### config.mk
export PLATFORM = sky130hd
export DESIGN_NAME = phase_sequencer_flat
export DESIGN_NICKNAME = d
export VERILOG_FILES = /design/src/rtl/phase_sequencer_if.sv /design/src/rtl/phase_sequencer.sv /design/src/flat_wrapper.sv
export SDC_FILE = /design/constraint.sdc
export NUM_CORES = 1
export LEC_CHECK = 0
export CAP_MARGIN = 20
export CORE_MARGIN = 2
export CORE_UTILIZATION = 55
export CTS_BUF_LIST = sky130_fd_sc_hd__clkbuf_2 sky130_fd_sc_hd__clkbuf_4 sky130_fd_sc_hd__clkbuf_8
export DETAILED_ROUTE_END_ITERATION = 16
export GPL_ROUTABILITY_DRIVEN = 0
export GPL_TIMING_DRIVEN = 1
export PLACE_DENSITY_LB_ADDON = 0.25
export SYNTH_ARGS = -nofsm -noshare
export SYNTH_HDL_FRONTEND = slang
export SYNTH_SLANG_ARGS = --single-unit
### constraint.sdc
create_clock -name clk -period 2.98 [get_ports clk]
set_input_delay 0.298 -clock clk [delete_from_list [all_inputs] [get_ports clk]]
set_output_delay 0.298 -clock clk [all_outputs]
set_load 0.01 [all_outputs]
### src/rtl/phase_sequencer_if.sv
// Sensor inputs and lamp/countdown outputs of phase_sequencer.
// With PREEMPT_EN defined the bundle also carries preempt_req / preempt_phase.
interface phase_sequencer_if #(
    parameter int NUM_PHASES = 4,
    parameter int PH_W       = 2,
    parameter int TIMER_W    = 8
);
    logic [NUM_PHASES-1:0] car_sensor;
    logic [NUM_PHASES-1:0] ped_button;
    logic [NUM_PHASES-1:0] green;
    logic [NUM_PHASES-1:0] yellow;
    logic [NUM_PHASES-1:0] red;
    logic [NUM_PHASES-1:0] walk;
    logic [NUM_PHASES-1:0] hand;
    logic [TIMER_W-1:0]    countdown;
    logic [PH_W-1:0]       active_phase;
    logic                  tick;
`ifdef PREEMPT_EN
    logic                  preempt_req;
    logic [PH_W-1:0]       preempt_phase;

    modport master (
        output car_sensor, ped_button, preempt_req, preempt_phase,
        input  green, yellow, red, walk, hand, countdown, active_phase, tick
    );
    modport slave (
        input  car_sensor, ped_button, preempt_req, preempt_phase,
        output green, yellow, red, walk, hand, countdown, active_phase, tick
    );
`else
    modport master (
        output car_sensor, ped_button,
        input  green, yellow, red, walk, hand, countdown, active_phase, tick
    );
    modport slave (
        input  car_sensor, ped_button,
        output green, yellow, red, walk, hand, countdown, active_phase, tick
    );
`endif
endinterface

### src/rtl/phase_sequencer.sv
// Demand-driven GREEN -> YELLOW -> ALL_RED sequencer for NUM_PHASES phases on a 1 s tick.
// Optional PREEMPT_EN macro enables preemption to preempt_phase.
module phase_sequencer #(
    parameter int NUM_PHASES   = 4,
    parameter int PH_W         = 2,
    parameter int TICK_DIV     = 1000,
    parameter int TIMER_W      = 8,
    parameter int GREEN_MAX    = 120,
    parameter int TRUNC_TO     = 30,
    parameter int YELLOW_TIME  = 4,
    parameter int ALL_RED_TIME = 2,
    parameter int PED_CLEAR    = 10,
    parameter int RECALL_PHASE = 0
) (
    input logic              clk,
    input logic              rst,
    phase_sequencer_if.slave bus
);
    localparam int PRE_W = (TICK_DIV > 1) ? $clog2(TICK_DIV) : 1;
    localparam logic [PRE_W-1:0]   PRE_LAST = PRE_W'(TICK_DIV - 1);
    localparam logic [TIMER_W-1:0] T_GREEN  = TIMER_W'(GREEN_MAX);
    localparam logic [TIMER_W-1:0] T_TRUNC  = TIMER_W'(TRUNC_TO);
    localparam logic [TIMER_W-1:0] T_YELLOW = TIMER_W'(YELLOW_TIME);
    localparam logic [TIMER_W-1:0] T_ALLRED = TIMER_W'(ALL_RED_TIME);
    localparam logic [TIMER_W-1:0] T_PED    = TIMER_W'(PED_CLEAR);
    localparam logic [TIMER_W-1:0] T_ONE    = TIMER_W'(1);
    localparam logic [PH_W-1:0]    P_RECALL = PH_W'(RECALL_PHASE);
    localparam logic [PH_W-1:0]    P_LAST   = PH_W'(NUM_PHASES - 1);

    typedef enum logic [1:0] {
        ST_ALL_RED = 2'd0,
        ST_GREEN   = 2'd1,
        ST_YELLOW  = 2'd2
    } state_t;

    function automatic logic [NUM_PHASES-1:0] phase_mask(input logic [PH_W-1:0] ph);
        phase_mask     = '0;
        phase_mask[ph] = 1'b1;
    endfunction

    // Round-robin from the phase after 'from'; 'from' itself is visited last.
    function automatic logic [PH_W-1:0] pick_next(input logic [NUM_PHASES-1:0] dem,
                                                  input logic [PH_W-1:0] from);
        logic found;
        int   idx;
        pick_next = P_RECALL;
        found     = 1'b0;
        for (int k = 1; k <= NUM_PHASES; k++) begin
            idx = (int'(from) + k) % NUM_PHASES;
            if (!found && dem[PH_W'(idx)]) begin
                pick_next = PH_W'(idx);
                found     = 1'b1;
            end
        end
    endfunction

    state_t                state_q, state_d;
    logic [TIMER_W-1:0]    cd_q, cd_d;
    logic [PH_W-1:0]       act_q, act_d, nxt;
    logic [PRE_W-1:0]      presc_q, presc_d;
    logic [NUM_PHASES-1:0] dem_q, dem_d, ped_q, ped_d;
    logic [NUM_PHASES-1:0] green_q, green_d, yellow_q, yellow_d, walk_q, walk_d;
    logic                  tick, conflict, entry, walk_cap, walk_live;
    logic                  pre_on, pre_force, pre_hold;

    assign tick     = (presc_q == PRE_LAST);
    assign presc_d  = tick ? '0 : presc_q + PRE_W'(1);
    assign conflict = |(dem_q & ~phase_mask(act_q));

    always_comb begin
        state_d   = state_q;
        cd_d      = cd_q;
        act_d     = act_q;
        entry     = 1'b0;
        pre_on    = 1'b0;
        pre_force = 1'b0;
        pre_hold  = 1'b0;
        nxt       = pick_next(dem_q, act_q);
`ifdef PREEMPT_EN
        if (bus.preempt_req) begin
            pre_on = 1'b1;
            nxt    = bus.preempt_phase;
            if (state_q == ST_GREEN) begin
                pre_force = (act_q != bus.preempt_phase);
                pre_hold  = (act_q == bus.preempt_phase);
            end
        end
`endif
        case (state_q)
            ST_ALL_RED: begin
                if (tick) begin
                    if (cd_q == T_ONE) begin
                        state_d = ST_GREEN;
                        cd_d    = T_GREEN;
                        act_d   = nxt;
                        entry   = 1'b1;
                    end else begin
                        cd_d = cd_q - T_ONE;
                    end
                end
            end
            ST_GREEN: begin
                if (pre_force) begin
                    state_d = ST_YELLOW;
                    cd_d    = T_YELLOW;
                end else if (pre_hold) begin
                    cd_d = cd_q;
                end else if (conflict && (cd_q > T_TRUNC)) begin
                    cd_d = T_TRUNC;
                end else if (tick) begin
                    // At countdown 1 with nobody waiting the phase rests in green.
                    if (cd_q != T_ONE) begin
                        cd_d = cd_q - T_ONE;
                    end else if (conflict) begin
                        state_d = ST_YELLOW;
                        cd_d    = T_YELLOW;
                    end
                end
            end
            ST_YELLOW: begin
                if (tick) begin
                    if (cd_q == T_ONE) begin
                        state_d = ST_ALL_RED;
                        cd_d    = T_ALLRED;
                    end else begin
                        cd_d = cd_q - T_ONE;
                    end
                end
            end
            default: begin
                state_d = ST_ALL_RED;
                cd_d    = T_ALLRED;
            end
        endcase

        // Green phase ignores its own car sensor; entry clear wins over a same-cycle set.
        dem_d    = dem_q | bus.ped_button
                 | (bus.car_sensor & ~((state_q == ST_GREEN) ? phase_mask(act_q) : '0));
        ped_d    = ped_q | bus.ped_button;
        walk_cap = ped_q[nxt] | bus.ped_button[nxt];
        if (entry) begin
            dem_d[nxt] = 1'b0;
            ped_d[nxt] = 1'b0;
        end

        walk_live = (entry ? walk_cap : (|walk_q)) && (state_d == ST_GREEN)
                  && (cd_d > T_PED) && !pre_on;
        green_d   = (state_d == ST_GREEN)  ? phase_mask(act_d) : '0;
        yellow_d  = (state_d == ST_YELLOW) ? phase_mask(act_d) : '0;
        walk_d    = walk_live ? phase_mask(act_d) : '0;
    end

    always_ff @(posedge clk or posedge rst) begin
        if (rst) begin
            state_q  <= ST_ALL_RED;
            cd_q     <= T_ALLRED;
            act_q    <= P_LAST;
            presc_q  <= '0;
            dem_q    <= '0;
            ped_q    <= '0;
            green_q  <= '0;
            yellow_q <= '0;
            walk_q   <= '0;
        end else begin
            state_q  <= state_d;
            cd_q     <= cd_d;
            act_q    <= act_d;
            presc_q  <= presc_d;
            dem_q    <= dem_d;
            ped_q    <= ped_d;
            green_q  <= green_d;
            yellow_q <= yellow_d;
            walk_q   <= walk_d;
        end
    end

    assign bus.green        = green_q;
    assign bus.yellow       = yellow_q;
    assign bus.red          = ~(green_q | yellow_q);
    assign bus.walk         = walk_q;
    assign bus.hand         = ~walk_q;
    assign bus.countdown    = cd_q;
    assign bus.active_phase = act_q;
    assign bus.tick         = tick;
endmodule

### src/flat_wrapper.sv
// flat-port wrapper written by rule: the top's interface ports become plain ports
module phase_sequencer_flat 
#(
    parameter int NUM_PHASES   = 4,
    parameter int PH_W         = 2,
    parameter int TICK_DIV     = 1000,
    parameter int TIMER_W      = 8,
    parameter int GREEN_MAX    = 120,
    parameter int TRUNC_TO     = 30,
    parameter int YELLOW_TIME  = 4,
    parameter int ALL_RED_TIME = 2,
    parameter int PED_CLEAR    = 10,
    parameter int RECALL_PHASE = 0
)
  (clk, rst, bus_car_sensor, bus_ped_button, bus_green, bus_yellow, bus_red, bus_walk, bus_hand, bus_countdown, bus_active_phase, bus_tick);
  phase_sequencer_if #(.NUM_PHASES(NUM_PHASES), .PH_W(PH_W), .TIMER_W(TIMER_W)) bus_i ();
  input logic clk;
  input logic rst;
  input wire logic [$bits(bus_i.car_sensor)-1:0] bus_car_sensor;
  input wire logic [$bits(bus_i.ped_button)-1:0] bus_ped_button;
  output wire logic [$bits(bus_i.green)-1:0] bus_green;
  output wire logic [$bits(bus_i.yellow)-1:0] bus_yellow;
  output wire logic [$bits(bus_i.red)-1:0] bus_red;
  output wire logic [$bits(bus_i.walk)-1:0] bus_walk;
  output wire logic [$bits(bus_i.hand)-1:0] bus_hand;
  output wire logic [$bits(bus_i.countdown)-1:0] bus_countdown;
  output wire logic [$bits(bus_i.active_phase)-1:0] bus_active_phase;
  output wire logic [$bits(bus_i.tick)-1:0] bus_tick;
  assign bus_i.car_sensor = bus_car_sensor;
  assign bus_i.ped_button = bus_ped_button;
  assign bus_green = bus_i.green;
  assign bus_yellow = bus_i.yellow;
  assign bus_red = bus_i.red;
  assign bus_walk = bus_i.walk;
  assign bus_hand = bus_i.hand;
  assign bus_countdown = bus_i.countdown;
  assign bus_active_phase = bus_i.active_phase;
  assign bus_tick = bus_i.tick;
  phase_sequencer #(.NUM_PHASES(NUM_PHASES), .PH_W(PH_W), .TICK_DIV(TICK_DIV), .TIMER_W(TIMER_W), .GREEN_MAX(GREEN_MAX), .TRUNC_TO(TRUNC_TO), .YELLOW_TIME(YELLOW_TIME), .ALL_RED_TIME(ALL_RED_TIME), .PED_CLEAR(PED_CLEAR), .RECALL_PHASE(RECALL_PHASE)) u_core (.clk(clk), .rst(rst), .bus(bus_i));
endmodule
Fig. 1: met1 routing
Bar = 20 um.
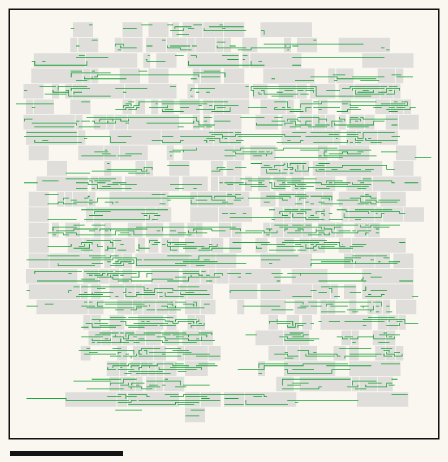
nets with wire on the layer: 331
main direction: horizontal
longest straight run: 19.3 um
share of all routed wire: 42%
wire length on this layer: 2,860 um
GR met1 Demand/Resource: 0.336
DR vias: 2,575
DRT Wirelength: 6870 um

Fig. 2: metal 2
Bar = 20 um.
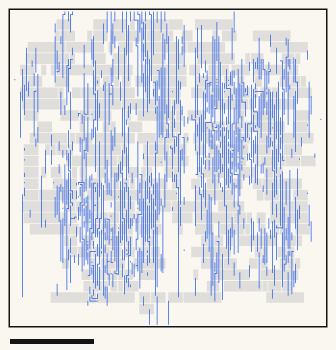
longest straight run: 26.3 um
wire length on this layer: 3,360 um
nets with wire on the layer: 323
share of all routed wire: 49%
met2 Use GR: 0.424

==> flow_metrics.env <==
# flow metrics
export IMPL_comb_cell_power_mw=0.0247
export IMPL_io_pins=41
export IMPL_mappedNetlistNets=336
export IMPL_synth_top_cell_area_share=0.347
export IMPL_worstReg2RegStart="u_core.bus.active_phase[0]"
export IMPL_hp_class="in2async"
export IMPL_clockBufferDepth=2
export IMPL_hold_viol=0
export IMPL_dpl_cell_area_sq_mm=0.00325
export IMPL_ys_sh_aoi=0.236
export IMPL_worstSetupPathType="reg2reg"
export IMPL_p_leak_nw=1.34
export IMPL_ctsHoldBuffers=0
export IMPL_avgSynthCellArea_sq_um=8.85
export IMPL_whs_ns=0.430
export IMPL_fa_ha_area_frac=0.0356
export IMPL_wl_per_cell_um=16.0
export IMPL_powerSeq_mw=0.569
export IMPL_ys_seq_share=0.375
export IMPL_drive_above_1_share=0.109
export IMPL_die_h_um=75.5
export IMPL_worst_path_buf_inv=2
export IMPL_numCtsBuffers=5
export IMPL_finalMaxSlewViolations=0
export IMPL_clk_latency_ns=0.30
export IMPL_antenna_found_initial=0
export IMPL_largest_register="u_core.presc_q"
export IMPL_cts_sinks=42
export IMPL_dp_cells=420
export IMPL_mux_area_frac=0.0156
export IMPL_switching_share=0.221
export IMPL_nFillCells=422
export IMPL_via_per_inst=6.02
export IMPL_ff2ff_setup_slack_ns=0.1
export IMPL_synthTopLogicFamily="simple AND/OR/NAND/NOR gates"
export IMPL_warnings=31
export IMPL_diodes=0
export IMPL_top_power_group="registers"
export IMPL_max_cap_violations=0
export IMPL_critical_path_top_delay_family="AND-OR/OR-AND gates"
export IMPL_h_tree_depth=2
export IMPL_tns_ns=0
export IMPL_place_hpwl_um=5020
export IMPL_fp_util=0.562
export IMPL_ys_cells=318
export IMPL_fin_crit_sh=0.967
export IMPL_ir_worst_vdd_mv=0.223
export IMPL_grt_overflow=0
export IMPL_mostFrequentLayoutCell="nor2_1"
export IMPL_ys_area_sq_mm=0.00282
export IMPL_final_cell_mix="nor2_1, clkdlybuf4s50_1, dfrtp_1, inv_1, nand2_1"
export IMPL_grt_pass1_wl_um=11400
export IMPL_grt_pass1_vias=2485
export IMPL_clkPwrFrac=0.397
export IMPL_max_stage_delay_ns=0.57
export IMPL_p_int_mw=0.767
export IMPL_core_area_sq_mm=0.00501
export IMPL_synthArstFlopShare=1.00
export IMPL_post_place_ws_ns=0.148
export IMPL_period_minus_slack_ns=2.88
export IMPL_fmaxAchievable_ghz=0.347
export IMPL_xor_share=0.0218
export IMPL_power_switching_mw=0.218
export IMPL_ys_flops=42
export IMPL_cts_clk_slew_worst_paths_ns=0.08
export IMPL_grt_usage=0.263
export IMPL_flop_cell="dfrtp_1"
export IMPL_ys_sh_simple=0.245
export IMPL_syn_to_final_growth_pct=19.0
export IMPL_fp_row_count=26
export IMPL_arrival_ns=3.09
export IMPL_crit_start="u_core.bus.active_phase[0]"
export IMPL_critical_path_depth=10
export IMPL_largest_area_cell="dfrtp_1"
export IMPL_cts_tree="built"
export IMPL_root_buffer="clkbuf_8"
export IMPL_max_slew_worst_pin_slew_ns=0.548
export IMPL_endpoint="u_core.bus.walk[3]"
export IMPL_fin_area_sq_mm=0.00335
export IMPL_final_core_util=0.669
export IMPL_final_setup_viol_count=0
export IMPL_p_seq_frac=0.578
export IMPL_syn_area_sq_mm=0.00282
export IMPL_status="finished, final reports clean"
export IMPL_drtIter0Drc=196
export IMPL_fin_ws_ns=0.0969
Fig. 3: the metal 3 layer
Bar = 20 um.
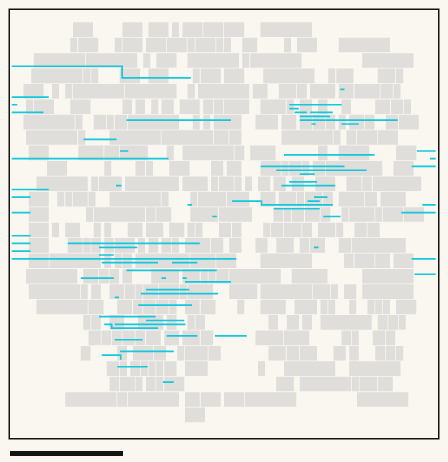
wire length on this layer: 496 um
share of all routed wire: 7.2%
nets with wire on the layer: 59
GR Layer Usage met3: 0.0622

layer usage:
| metal | up-vias | GRT usage | wire (um) |
|---|---|---|---|
| met5 | - | 0 | 0 |
| met4 | 0 | 0.119 | 151 |
| met3 | 20 | 0.0622 | 495 |
| met2 | 113 | 0.424 | 3360 |
| met1 | 1226 | 0.336 | 2860 |
| li1 | 1216 | - | - |
area by class of cell:
cell class | count | area [sq um] | share of cell area
Clock buffer | 6 | 82.6 | 0.0247
Clock inverter | 2 | 12.5 | 0.00374
Inverter | 25 | 93.8 | 0.0280
Multi-Input combinational cell | 236 | 1570 | 0.467
Sequential cell | 42 | 1050 | 0.315
Tap cell | 70 | 87.6 | 0.0261
Timing Repair Buffer | 47 | 453 | 0.135
